## src/rtl/instr_encoder_loader_pkg.sv

```systemverilog
// Shared definitions for the program loader: opcode numbering (matches the core's
// decoder), error codes and loader FSM states.
package instr_encoder_loader_pkg;

   localparam int unsigned OP_W      = 4;
   localparam int unsigned ONEHOT_W  = 16;

   typedef enum logic [OP_W-1:0] {
      OP_NOOP = 4'd0,  OP_LD  = 4'd1,  OP_ST  = 4'd2,  OP_ADD = 4'd3,
      OP_SUB  = 4'd4,  OP_INC = 4'd5,  OP_MOV = 4'd6,  OP_IN  = 4'd7,
      OP_OUT  = 4'd8,  OP_CM  = 4'd9,  OP_JMP = 4'd10, OP_JP  = 4'd11,
      OP_AND  = 4'd12, OP_OR  = 4'd13, OP_XOR = 4'd14, OP_END = 4'd15
   } opcode_e;

   typedef enum logic [1:0] {
      ERR_NONE   = 2'b00,
      ERR_ONEHOT = 2'b01,
      ERR_OVF    = 2'b10
   } err_e;

   typedef enum logic [1:0] {
      S_IDLE,
      S_LOAD,
      S_DONE,
      S_ERROR
   } state_e;

endpackage

```

## src/rtl/instr_encoder_loader_if.sv

```systemverilog
// Instruction handshake from the host and write port towards program RAM.
interface instr_encoder_loader_if #(
   parameter int ADDR_W = 4,
   parameter int OPR_W  = 4
);
   logic                in_valid;
   logic                in_ready;
   logic [15:0]         op_onehot;
   logic [OPR_W-1:0]    operand;
   logic                mem_we;
   logic [ADDR_W-1:0]   mem_addr;
   logic [3+OPR_W:0]    mem_wdata;

   modport master (
      output in_valid, op_onehot, operand,
      input  in_ready, mem_we, mem_addr, mem_wdata
   );

   modport slave (
      input  in_valid, op_onehot, operand,
      output in_ready, mem_we, mem_addr, mem_wdata
   );
endinterface

```

## src/rtl/instr_encoder_loader_onehot16_to_bin.sv

```systemverilog
// Combinational one-hot to binary opcode encoder with an exactly-one-bit-set flag.
module onehot16_to_bin
   import instr_encoder_loader_pkg::*;
(
   input  logic [ONEHOT_W-1:0] onehot,
   output logic [OP_W-1:0]     bin,
   output logic                onehot_ok
);

   always_comb begin
      bin = '0;
      for (int unsigned i = 0; i < ONEHOT_W; i++) begin
         if (onehot[i]) bin = bin | OP_W'(i);
      end
      // x & (x-1) clears the lowest set bit; zero result means at most one bit was set
      onehot_ok = (onehot != '0) && ((onehot & (onehot - 1'b1)) == '0);
   end

endmodule

```

## src/rtl/instr_encoder_loader.sv

```systemverilog
// Program loader: encodes one-hot opcode strobes and writes {opcode,operand} bytes
// sequentially into program RAM starting at a base address.
module instr_encoder_loader
   import instr_encoder_loader_pkg::*;
#(
   parameter int ADDR_W = 4,
   parameter int OPR_W  = 4
) (
   input  logic                 clk,
   input  logic                 rst,
   input  logic                 start,
   input  logic [ADDR_W-1:0]    base_addr,
   instr_encoder_loader_if.slave bus,
   output logic                 busy,
   output logic                 done,
   output logic                 err,
   output logic [1:0]           err_code,
   output logic [ADDR_W:0]      words
);

   state_e            state;
   logic [ADDR_W-1:0] addr;
   logic [ADDR_W-1:0] base_r;
   logic [ADDR_W-1:0] last_slot;
   logic [OP_W-1:0]   bin;
   logic              onehot_ok;
   logic [OPR_W-1:0]  opr;
   logic              accept;

   onehot16_to_bin u_enc (
      .onehot    (bus.op_onehot),
      .bin       (bin),
      .onehot_ok (onehot_ok)
   );

   assign opr       = bus.operand;
   assign accept    = bus.in_valid & bus.in_ready;
   assign last_slot = base_r - 1'b1;

   always_ff @(posedge clk or posedge rst) begin
      if (rst) begin
         state         <= S_IDLE;
         addr          <= '0;
         base_r        <= '0;
         words         <= '0;
         busy          <= 1'b0;
         done          <= 1'b0;
         err           <= 1'b0;
         err_code      <= ERR_NONE;
         bus.in_ready  <= 1'b0;
         bus.mem_we    <= 1'b0;
         bus.mem_addr  <= '0;
         bus.mem_wdata <= '0;
      end else begin
         bus.mem_we <= 1'b0;
         case (state)
            S_IDLE, S_DONE, S_ERROR: begin
               if (start) begin
                  state        <= S_LOAD;
                  addr         <= base_addr;
                  base_r       <= base_addr;
                  words        <= '0;
                  done         <= 1'b0;
                  err          <= 1'b0;
                  err_code     <= ERR_NONE;
                  busy         <= 1'b1;
                  bus.in_ready <= 1'b1;
               end
            end
            S_LOAD: begin
               if (accept) begin
                  if (!onehot_ok) begin
                     state        <= S_ERROR;
                     err          <= 1'b1;
                     err_code     <= ERR_ONEHOT;
                     busy         <= 1'b0;
                     bus.in_ready <= 1'b0;
                  end else begin
                     bus.mem_we    <= 1'b1;
                     bus.mem_addr  <= addr;
                     bus.mem_wdata <= {bin, opr};
                     addr          <= addr + 1'b1;
                     words         <= words + 1'b1;
                     // END wins over a full memory: END in the last slot is legal
                     if (bin == OP_END) begin
                        state        <= S_DONE;
                        done         <= 1'b1;
                        busy         <= 1'b0;
                        bus.in_ready <= 1'b0;
                     end else if (addr == last_slot) begin
                        state        <= S_ERROR;
                        err          <= 1'b1;
                        err_code     <= ERR_OVF;
                        busy         <= 1'b0;
                        bus.in_ready <= 1'b0;
                     end
                  end
               end
            end
            default: state <= S_IDLE;
         endcase
      end
   end

endmodule

```

## src/flat_wrapper.sv

```systemverilog
// flat-port wrapper written by rule: the top's interface ports become plain ports
module instr_encoder_loader_flat import instr_encoder_loader_pkg::*;
#(
   parameter int ADDR_W = 4,
   parameter int OPR_W  = 4
)
  (clk, rst, start, base_addr, busy, done, err, err_code, words, bus_in_valid, bus_op_onehot, bus_operand, bus_in_ready, bus_mem_we, bus_mem_addr, bus_mem_wdata);
  instr_encoder_loader_if #(.ADDR_W(ADDR_W), .OPR_W(OPR_W)) bus_i ();
  input  logic clk;
  input  logic rst;
  input  logic start;
  input  logic [ADDR_W-1:0] base_addr;
  output logic busy;
  output logic done;
  output logic err;
  output logic [1:0] err_code;
  output logic [ADDR_W:0] words;
  input wire logic [$bits(bus_i.in_valid)-1:0] bus_in_valid;
  input wire logic [$bits(bus_i.op_onehot)-1:0] bus_op_onehot;
  input wire logic [$bits(bus_i.operand)-1:0] bus_operand;
  output wire logic [$bits(bus_i.in_ready)-1:0] bus_in_ready;
  output wire logic [$bits(bus_i.mem_we)-1:0] bus_mem_we;
  output wire logic [$bits(bus_i.mem_addr)-1:0] bus_mem_addr;
  output wire logic [$bits(bus_i.mem_wdata)-1:0] bus_mem_wdata;
  assign bus_i.in_valid = bus_in_valid;
  assign bus_i.op_onehot = bus_op_onehot;
  assign bus_i.operand = bus_operand;
  assign bus_in_ready = bus_i.in_ready;
  assign bus_mem_we = bus_i.mem_we;
  assign bus_mem_addr = bus_i.mem_addr;
  assign bus_mem_wdata = bus_i.mem_wdata;
  instr_encoder_loader #(.ADDR_W(ADDR_W), .OPR_W(OPR_W)) u_core (.clk(clk), .rst(rst), .start(start), .base_addr(base_addr), .bus(bus_i), .busy(busy), .done(done), .err(err), .err_code(err_code), .words(words));
endmodule
```

## config.mk

```make
export PLATFORM = sky130hd
export DESIGN_NAME = instr_encoder_loader_flat
export DESIGN_NICKNAME = d
export VERILOG_FILES = /design/src/rtl/instr_encoder_loader_pkg.sv /design/src/rtl/instr_encoder_loader_if.sv /design/src/rtl/instr_encoder_loader_onehot16_to_bin.sv /design/src/rtl/instr_encoder_loader.sv /design/src/flat_wrapper.sv
export SDC_FILE = /design/constraint.sdc
export NUM_CORES = 1
export LEC_CHECK = 0
export ABC_AREA = 1
export CORE_UTILIZATION = 45
export CTS_CLUSTER_SIZE = 24
export DETAILED_ROUTE_END_ITERATION = 7
export MAX_ROUTING_LAYER = met4
export PLACE_DENSITY = 0.85
export SLEW_MARGIN = 20
export SYNTH_ARGS = -nofsm -noshare
export SYNTH_HDL_FRONTEND = slang
export SYNTH_HIERARCHICAL = 1
export SYNTH_SLANG_ARGS = --single-unit
```

## constraint.sdc

```tcl
create_clock -name clk -period 2.1 [get_ports clk]
set_input_delay 0.42 -clock clk [delete_from_list [all_inputs] [get_ports clk]]
set_output_delay 0.42 -clock clk [all_outputs]
set_load 0.02 [all_outputs]
```

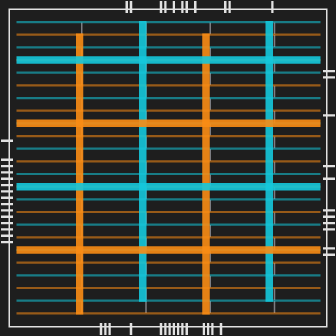
(images/floorplan.png)
Pins as bars on the die edge. Tap cells in grey.
| net | colour |
|---|---|
| VSS | orange |
| VDD | cyan |
met4 straps: 4
tap cells: 50

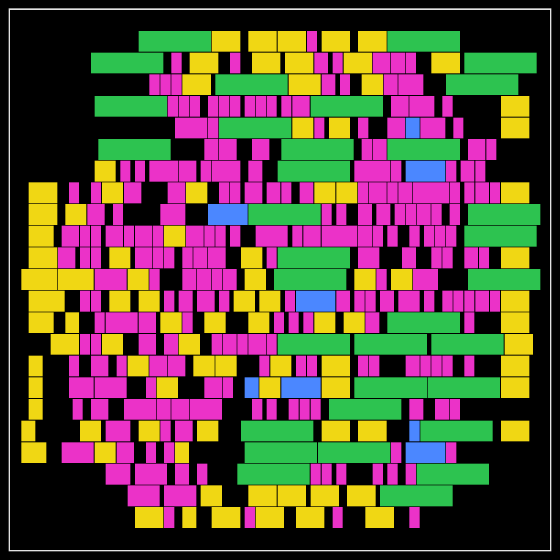
(images/class_map.png)
| class | colour | cells | share of their area |
|---|---|---|---|
| remaining logic cells | magenta | 227 | 40% |
| remaining buffers and delay cells | yellow | 90 | 27% |
| sequential cells | green | 33 | 29% |
| clock drivers and dummy loads | blue | 8 | 2.9% |

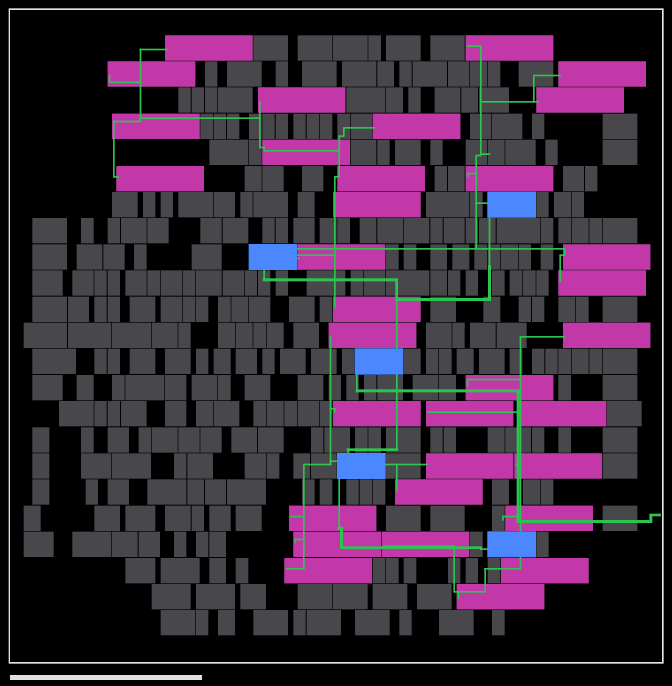
(images/clock_wires.png)
Bar = 20 microns.
[flip-flops] magenta | count: 33
[clock-net drivers] blue | count: 5
[clock wires] green | length: 404 microns
routed clock nets: 6
clock tree skew after final layout: 6.96 ps
Clock power frac: 19.5%
clock latency on the worst-skew pair: 280 ps
total clock network power: 0.454 mW

-- layer usage --
layer  track usage [%]  part of all wire [%]
met1              27.2                    44
met2              37.4                    51
met3              5.50                   4.3
met4              7.29                  0.57
met5                 -                     0
-- worst paths after layout --
check,endpoint,slack (ps),cells after the start
worst min-delay path,u_core/err,470,2
worst max-delay path,u_core/addr[1],90,16
worst min register to register,u_core/err,470,2
min in group asynchronous,u_core/err_code[1],520,3
worst max register to register,u_core/state[0],480,9
max in group asynchronous,u_core/bus.mem_we,1270,3
-- flip-flops by register name, indices dropped and copies added (netlist names) --
register / flops
u_core/bus.mem_wdata: 8
u_core/words: 5
u_core/addr: 4
u_core/base_r: 4
u_core/bus.mem_addr: 4
u_core/err_code: 2
u_core/state: 2
u_core/bus.mem_we: 1
u_core/busy: 1
u_core/done: 1
u_core/err: 1
-- worst max-delay path: stages --
cell             delay (ps)
clkdlybuf4s50_1         490
inv_1                    50
nand2_1                  70
nor2b_1                  60
nand3_1                  80
nand2_1                  60
nor2_1                   90
nand2_1                  70
nor2_2                  110
inv_2                    50
nor2_4                  180
nor2_2                   70
inv_2                   110
buf_4                   120
nor2_1                   30
a31oi_1                 150
-- layout make-up --
class,instances,area [sq um]
well taps,50,62.6
inverters,27,101
flip-flops and latches,33,826
fillers,346,1190
repair buffers,90,776
clock buffers,6,72.6
multi-input cells,200,1040
clock inverters,2,10.0
-- layout by cell type (no fill, tap or decap), types with 7 or more instances in the layout --
cell type and n:
nand2_1 93, buf_4 38, nor2_2 11, nand2_2 7, clkbuf_2 7, nor2_1 14
inv_1 24, nor2_4 9, nand3_1 14, clkdlybuf4s50_1 36, o21ai_0 14, dfrtp_1 33
==> reports/results.env <==
START_KIND='input pin'
WORST_IR_DROP_VDD_V=0.000333
CTS_MAX_LEVEL=2
FP_UTIL_PCT=47.8
ACHIEVABLE-FREQUENCY_GHz=0.497
WORST_HOLD_STARTPOINT='u_core/err'
NETLIST_TOP_CELLS_COUNT='nand2_1 (97), dfrtp_1 (33), inv_1 (25), nor2_1 (19), nand3_1 (15)'
FRACTION_OF_SYNTHESIZED_AREA_IN_MULTIPLEXERS_PCT=0
NUMBER_OF_ANTENNA_VIOLATIONS_AT_THE_FIRST_CHECK_IN_GLOBAL_ROUTING=0
POWER.SHARE.COMBINATIONAL_PCT=42.9
YOSYS-STAT-CELLS=266
DOMINANTREGCELLSYNTH='dfrtp_1'
PIN_COUNT_OF_THE_BIGGEST_NET_ENTERING_GLOBAL_ROUTING=34
ROUTED-VIA-COUNT=1999
DRC=0
WORST_PIN_SLEW_PS=420
ROUTED_VIA_DENSITY=4.90
POST_SYNTH_TALLY_OF_FLIP_FLOPS_WITH_INTEGRATED_ENABLE=0
PWR_DENSITY_CELL_mW_PER_MM2=804
POST-SYNTH-TOP-AREA-CELL='dfrtp_1'
SYNTH.LOGIC.TOP_FAMILY='simple AND/OR/NAND/NOR gates'
CAP_VIOL_MAX_COUNT=0
GR-TOTAL-OVERFLOW=0
FINALNETCOUNT=388
PLACEMENT.CELL_AREA_SQ_MM=0.00272
FINALHOLDVIOLATIONS=0
DETAIL_ROUTE.WL_PER_CELL_MICRONS=11.7
CTS_RESIZED=16
PLACE_HPWL_MICRONS=3520
POWER.INTERNAL_mW=1.42
LEAKAGEPOWER_nW=1.44
CLOCK_TREE.BUFFER_DEPTH=2
POWER_SEQUENTIAL_mW=0.873
RUN_STATUS='complete, no violations'
FINAL-SETUP-VIOL-COUNT=0
GRT_PASS1_WL_MICRONS=7610
SYN_AREA_SQ_MM=0.00195
FINAL.SETUP.WORST_SLACK_PS=86.7
FINALWORSTPATHREQUIREDPERIOD_PS=2010
SLEW-LIMIT-HEADROOM_PCT=72.0
POST-CTS-SETUP-BUFFERS=4
SYNTH-XOR-AREA-SHARE_PCT=1.35
SETUP.WORST_PATH.END_CLASS='flop'
WORSTPATHARRIVAL_PS=2210
DIE-HEIGHT_MICRONS=67.9
AVGSYNTHCELLAREA_SQ_UM=7.34
SYNTH.CELLMIX.ADDERSHARE_PCT=1.92
PERIOD_USED_PCT=95.9
GP_CONGESTION=0.921
CORE-AREA_SQ_MM=0.00409
DRIVE_ABOVE_1_SHARE_PCT=26.0
FIN_WORST_HOLD_SLACK_PS=471
ANTENNADIODECOUNT=0
FLOORPLAN.ROWS=23
YS_SH_AOI_PCT=7.69
SYNTH-SEQ-CELLS=33
YS_TYPES=30
GRT_PASS1_VIAS=1825
P_SEQ_SHARE_PCT=37.6
TOPCELLSBYAREA='dfrtp_1 (42%), nand2_1 (19%), inv_1 (4.8%)'
DESIGN.DIE.AREA_SQ_MM=0.00460
TIMING.CRITICAL_PATH.FROM='bus_op_onehot[15]'
FINAL_CELL_COUNT_NO_FILL=408
No activity file was given, so power comes from the tool's default toggle rates.
